==> config.mk <==
export PLATFORM = sky130hd
export DESIGN_NAME = fetch_queue
export DESIGN_NICKNAME = d
export VERILOG_FILES = /design/src/rtl/riscv_pkg.sv /design/src/rtl/fetch_queue_mem.sv /design/src/rtl/fetch_queue.sv
export SDC_FILE = /design/constraint.sdc
export NUM_CORES = 1
export LEC_CHECK = 0
export CORE_ASPECT_RATIO = 0.7
export CORE_UTILIZATION = 50
export DETAILED_ROUTE_END_ITERATION = 10
export PLACE_DENSITY = 0.8
export SLEW_MARGIN = 15
export SYNTH_ARGS = -nofsm -noshare
export SYNTH_HDL_FRONTEND = slang
export SYNTH_HIERARCHICAL = 1
export SYNTH_SLANG_ARGS = --single-unit
==> constraint.sdc <==
create_clock -name clk -period 12.1 [get_ports clk]
set_clock_uncertainty 0.05 [all_clocks]
set_input_delay 3.025 -clock clk [delete_from_list [all_inputs] [get_ports clk]]
set_output_delay 3.025 -clock clk [all_outputs]
set_load 0.02 [all_outputs]
### Placement view, run 1

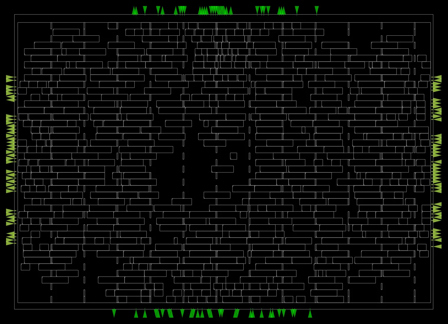
fill count: 1382
num tapcells: 270
row count: 43
core area: 20200 um^2

### Metal layers overlaid, run 1

(3 px per um) Two of the layers only.
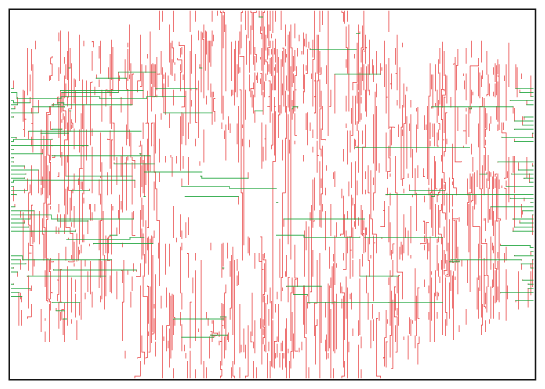
Red stands for M2, wire length 10100 um. Green stands for M3, wire length 1400 um.
GRT Util Overall: 0.195
Total Wirelength: 20400 um
routed vias: 5149
average wire per standard cell: 23.1 um

### Nets reached from selected ports, run 1

(1.5 px per um)
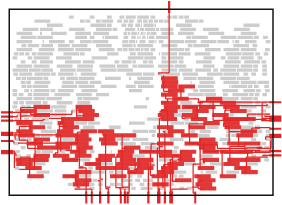
Red stands for `pc_i`, bits 32, direction input, edge 14 bottom, 9 right, 8 left, 1 top, end cells 128, buffers 32, wire 1830 um.
num ports: 138
port bufs: 137

==> reports/metrics.yaml, run 1 <==
syn_area_um2: 10500
fa_ha_area_frac: 0.00789
wl_met1_um: 8610
critical-path-max-stage-delay_ns: 0.69
path_clk_slew_ns: 0.06
area_growth_pct: 21.7
ys.flop_type: "edfxtp_1"
die_h_um: 123
yosysUniqueCellTypes: 28
clk_latency_ns: 0.51
p_per_area_nw_per_um2: 145
power.internal_uw: 1460
period_used_share: 0.728
async_reset_ff_frac: 0
warnings: 26
top_area_frac: 0.735
finalPower_uw: 1840
maxSlewHeadroom: 0.315
cts-root-buf: "clkbuf_16"
yosysSeqAreaShare: 0.746
path_depth: 5
drt-initial-drc-count: 398
drv_slew: 0
synthTopCellsByCount: "edfxtp_1, o211a_1, mux4_2"
wl_met2_um: 10100
cts_resized: 0
critPathMaxFanout: 38
postRouteAntennaNets: 0
cts_tree: "yes"
switching_share: 0.207
ir_worst_vdd_mv: 0.121
ys_cells: 460
grt_pass1_wl_um: 31300
viasPerCell: 5.83
start_kind: "input pin"
ys_ff: 262
dr.pass1.iters: 5
synth_nets: 535
switchingPower_uw: 382
antenna_found_initial: 0
postCtsHoldBufs: 0
hold_class: "reg -> reg"
drc: 0
power_leader: "sequential cells"
grt_use_met3: 0.0443
required_ns: 9.02
place_hpwl_um: 11000
simple_gate_area_frac: 0.00717
grt_use_met2: 0.329
tightest_slew_ns: 1.03
die.size.x_um: 175
hold_depth: 2
tns_ns: 0
crit_top_cell: "clkdlybuf4s50_1"
p_seq_uw: 1010
grt_pass1_vias: 5548
top_layer: "met4"
yosysWarnings: 6
maxCapViolCount: 0
ys_area_um2: 10500
grt-ovfl-total: 0
timing.fmax_mhz: 114
cts_sinks: 262
path_delay_family: "buffers and inverters"
cts_setup_buffers: 0
cts_buffers: 25
grt_max_degree: 67
globalplace.congestion: 0.768
power.clock.fraction: 0.378
path_class: "in -> out"
wl_met3_um: 1400
topCombFamilyByArea: "multiplexers"
edf_count: 256
p_leak_uw: 0.00466
combPwrFrac: 0.073
worstPathArrival_ns: 5.73
fin_crit_ns: 8.81
chipArea_um2: 21500
yosys.area_share.aoi: 0.0650
synth_area_per_cell_um2: 22.8
largest_area_cell: "edfxtp_1"
fp_util: 0.519
htreeDepth: 1
antenna_cells: 0
critPathSlowestCell: "nor2_4"
seqPwrFrac: 0.549
run_status: "completed"
reg2reg_depth: 6
cts_buffer_depth: 3
comb-power_uw: 134
xor_area_frac: 0.00383
groute.layer.met1.usage: 0.264
rrSetupSlack_ns: 8.03
largest_register_ffs: 256
yosys-mux-area-fraction: 0.141
grt_setup_unrepaired: "false"
drive_gt1_frac: 0.176
synth.most_common_cell: "edfxtp_1"
finalNetCount: 671
syn_inst: 460
pg_clk_uw: 698
synthTopCellsByArea: "edfxtp_1, mux4_2, o211a_1, buf_12, dfxtp_1"
hold_violations: 0
path_cells: "clkdlybuf4s50_1 -> nor2_4 -> buf_4 -> a21boi_0 -> clkdlybuf4s50_1"
endpoint_kind: "primary output"
setup_viol: 0
busiest_layer: "met2"
crit_buf_inv: 3
run 1: area by class of cell:
| class | instances | area (um^2) |
|---|---|---|
| sequential | 262 | 7820 |
| fill | 1382 | 7440 |
| multi-input combinational | 157 | 2380 |
| timing repair buffer | 144 | 1450 |
| clock buffer | 37 | 691 |
| tap | 270 | 338 |
| clock inverter | 7 | 36.3 |
| inverter | 6 | 22.5 |
run 1: stage by stage:
step                       util  cell area (um^2)  hold slack [ns]  setup slack (ns)  instances
after floorplan               -             10500            0.461              3.08        460
after global placement    0.593             12000            0.476              3.38        837
after detailed placement  0.593             12000            0.514              3.29        837
after CTS                 0.629             12700            0.539              3.29        881
after global routing      0.631             12700            0.563              3.10        883
final                     0.631             12700            0.544              3.29        883
run 1: cells in the final DEF, fill, tap and decap left out:
| cell | n |
|---|---|
| o211a_1 | 66 |
| fa_1 | 1 |
| clkinv_4 | 1 |
| nor2_4 | 1 |
| a21oi_1 | 1 |
| ha_1 | 5 |
| dfxtp_1 | 4 |
| a211oi_1 | 1 |
| clkbuf_16 | 25 |
| and2_1 | 1 |
| a21boi_0 | 1 |
| and3_4 | 1 |
| mux4_1 | 4 |
| and3b_4 | 2 |
| xnor2_1 | 2 |
| inv_2 | 1 |
| clkinv_1 | 2 |
| clkinv_2 | 4 |
| inv_1 | 5 |
| nor2_1 | 3 |
| buf_12 | 2 |
| mux2i_1 | 2 |
| nor3b_2 | 1 |
| dfxtp_4 | 2 |
| clkdlybuf4s50_1 | 137 |
| nand2_2 | 1 |
| clkbuf_8 | 2 |
| edfxtp_1 | 256 |
| xnor3_1 | 1 |
| buf_4 | 5 |
| nor2b_1 | 3 |
| mux4_2 | 60 |
| clkbuf_1 | 10 |
==> inputs of run 2 (changes only) <==
==> constraint.sdc (replaced) <==
create_clock -name clk -period 9.2 [get_ports clk]
set_clock_uncertainty 0.05 [all_clocks]
set_input_delay 2.3 -clock clk [delete_from_list [all_inputs] [get_ports clk]]
set_output_delay 2.3 -clock clk [all_outputs]
set_load 0.02 [all_outputs]
==> reports/metrics.yaml, run 2 <==
run_status: "completed"  # unchanged
drive_gt1_frac: 0.178  # was 0.176
hold_violations: 0  # unchanged
fp_util: 0.519  # unchanged
maxSlewHeadroom: 0.299  # was 0.315
die.size.x_um: 175  # unchanged
syn_inst: 460  # unchanged
synth.most_common_cell: "edfxtp_1"  # unchanged
area_growth_pct: 21.8  # was 21.7%
warnings: 26  # unchanged
cts-root-buf: "clkbuf_16"  # unchanged
synthTopCellsByCount: "edfxtp_1, o211a_1, mux4_2"  # unchanged
p_per_area_nw_per_um2: 192  # was 145 nW/um^2
routedWlPerCell_um: 22.6  # was 23.1 um
required_ns: 6.85  # was 9.02 ns
dr.pass1.iters: 5  # unchanged
grt_use_met3: 0.0421  # was 0.0443
grt-ovfl-total: 0  # unchanged
cts_buffers: 25  # unchanged
path_depth: 5  # unchanged
clk_latency_ns: 0.51  # about the same
fin_crit_ns: 7.24
endpoint_kind: "primary output"  # unchanged
grt_pass1_wl_um: 30600  # was 31300 um
io_buffers: 137  # unchanged
nFillCells: 1364  # was 1382
maxCapViolCount: 0  # unchanged
grt_setup_unrepaired: "false"  # unchanged
yosysSeqAreaShare: 0.746  # unchanged
antenna_found_initial: 1  # was 0
rrSetupSlack_ns: 4.97  # was 8.03 ns
ys.flop_type: "edfxtp_1"  # unchanged
ys_ff: 262  # unchanged
period_used_share: 0.787
lay_top_cells: "edfxtp_1, clkdlybuf4s50_1, o211a_1, mux4_2, clkbuf_16"  # unchanged
cts_tree: "yes"  # unchanged
cts_setup_buffers: 0  # unchanged
path_cells: "clkdlybuf4s50_1 -> nor2_4 -> buf_4 -> o211a_1 -> clkdlybuf4s50_1"  # was clkdlybuf4s50_1 -> nor2_4 -> buf_4 -> a21boi_0 -> clkdlybuf4s50_1
drt-initial-drc-count: 385  # was 398
hold_depth: 2  # unchanged
async_reset_ff_frac: 0  # unchanged
groute.layer.met1.usage: 0.269  # was 0.264
setup_viol: 0  # unchanged
synth_area_per_cell_um2: 22.8  # unchanged
crit_top_cell: "clkdlybuf4s50_1"  # unchanged
synthTopCellsByArea: "edfxtp_1, mux4_2, o211a_1, buf_12, dfxtp_1"  # unchanged
postCtsHoldBufs: 0  # unchanged
cts_sinks: 262  # unchanged
viasPerCell: 5.83  # about the same
yosysWarnings: 6  # unchanged
top_area_frac: 0.735  # unchanged
dpl_cell_area_um2: 12000  # about the same
critPathMaxFanout: 42  # was 38
placementRows: 43  # unchanged
timing.fmax_mhz: 138
largest_register_ffs: 256  # unchanged
chipArea_um2: 21500  # unchanged
cts_buffer_depth: 3  # unchanged
critPathSlowestCell: "clkdlybuf4s50_1"  # was nor2_4
path_delay_family: "buffers and inverters"  # unchanged
antenna_cells: 0  # unchanged
ios: 138  # unchanged
syn_area_um2: 10500  # unchanged
tns_ns: 0  # unchanged
grt_pass1_vias: 5293  # was 5548
die_h_um: 123  # unchanged
critical-path-max-stage-delay_ns: 0.61  # was 0.69 ns
place_hpwl_um: 11000  # about the same
track_usage: 0.191  # was 0.195
postRouteAntennaNets: 0  # unchanged
globalplace.congestion: 0.786  # was 0.768
crit_buf_inv: 3  # unchanged
drv_slew: 0  # unchanged
grt_max_degree: 67  # unchanged
p_leak_uw: 0.00467  # was 0.00466 uW
grt_use_met2: 0.308  # was 0.329
synth_nets: 535  # unchanged
drc: 0  # unchanged
worstPathArrival_ns: 4.89  # was 5.73 ns
final_common_cell: "edfxtp_1"  # unchanged
path_clk_slew_ns: 0.06  # about the same
hold_class: "reg -> reg"  # unchanged
busiest_layer: "met2"  # unchanged
htreeDepth: 1  # unchanged
cts_resized: 0  # unchanged
vias: 5157  # was 5149
yosysUniqueCellTypes: 28  # unchanged
tightest_slew_ns: 1.05  # was 1.03 ns
reg2reg_depth: 6  # unchanged
ys_cells: 460  # unchanged
ir_worst_vdd_mv: 0.139  # was 0.121 mV
wl_um: 20000  # was 20400 um
ys_area_um2: 10500  # unchanged
start_kind: "input pin"  # unchanged
finalNetCount: 671  # unchanged
largest_area_cell: "edfxtp_1"  # unchanged
edf_count: 256  # unchanged
path_class: "in -> out"  # unchanged
coreArea_um2: 20200  # unchanged
==> run 2: final cells by class <==
cell class                      count  area (um^2)  area share
Clock inverter                      9         71.3     0.00560
Tap cell                          270          338      0.0265
Sequential cell                   262         7820       0.613
Inverter                            6         22.5     0.00177
Timing Repair Buffer              144         1440       0.113
Multi-Input combinational cell    157         2380       0.187
Clock buffer                       36          677      0.0531
==> run 2: per-layer routing <==
layer  part of all wire  vias up  wire (um)
met5            0.00070        -         14
met4              0.015        2        294
met3              0.078       26       1560
met2               0.48      223       9490
met1               0.43     2665       8600
li1                   -     2241          -
==> run 2: report_power, final <==
part	total, uW	leakage [uW]	internal, uW	switching, uW
combinational	174	0.00194	82.3	91.5
sequential	1330	0.00236	1320	7.89
clock	946	0.000368	538	408
==> run 2: worst reg2reg max path, delay by kind of cell, from the launching register on <==
family | cells | cell delay [ns]
flip-flops | 1 | 0.99
AND-OR/OR-AND | 1 | 0.34
buffers and inverters | 2 | 1.27
adder cells (fa/ha/maj) | 1 | 0.61
AND/OR/NAND/NOR | 2 | 0.57
==> run 2: kinds of logic (layout without fill, tap and decap cells) <==
kind of cell	after synthesis	in the layout	share of synthesized area
AOI/OAI and AO/OA	69	69	0.0650
buffers and inverters	41	195	0.0289
xor gates and xnor gates	3	3	0.00383
muxes	66	66	0.141
adders and majority gates	6	6	0.00789
DFF	262	262	0.746
and+or+nand+nor	13	13	0.00717
==> run 2: per-stage QoR <==
step	util	setup WS [ns]	hold WS (ns)	std cells	power [uW]
detailed placement	0.593	1.97	0.536	838	1530
finish	0.632	1.96	0.549	884	2450
global route	0.632	1.81	0.565	884	2530
global placement	0.593	2.01	0.475	838	1530
floorplan	-	0.909	0.461	460	1450
CTS	0.631	1.96	0.544	883	2470
### Cell sizes after repair, run 2

(3 px per um)
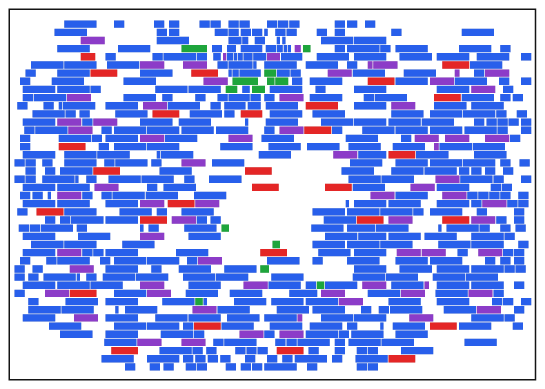
Green stands for x3 and x4, cells 13, share 2.1%. Red stands for x6 and larger, cells 28, share 4.6%. Purple stands for x2, cells 68, share 11%. Blue stands for x1 and smaller, cells 505, share 82%.
Setup WS post-layout: 1.96 ns
post-route design area: 12700 um^2

Power and IR drop assume default switching activity.
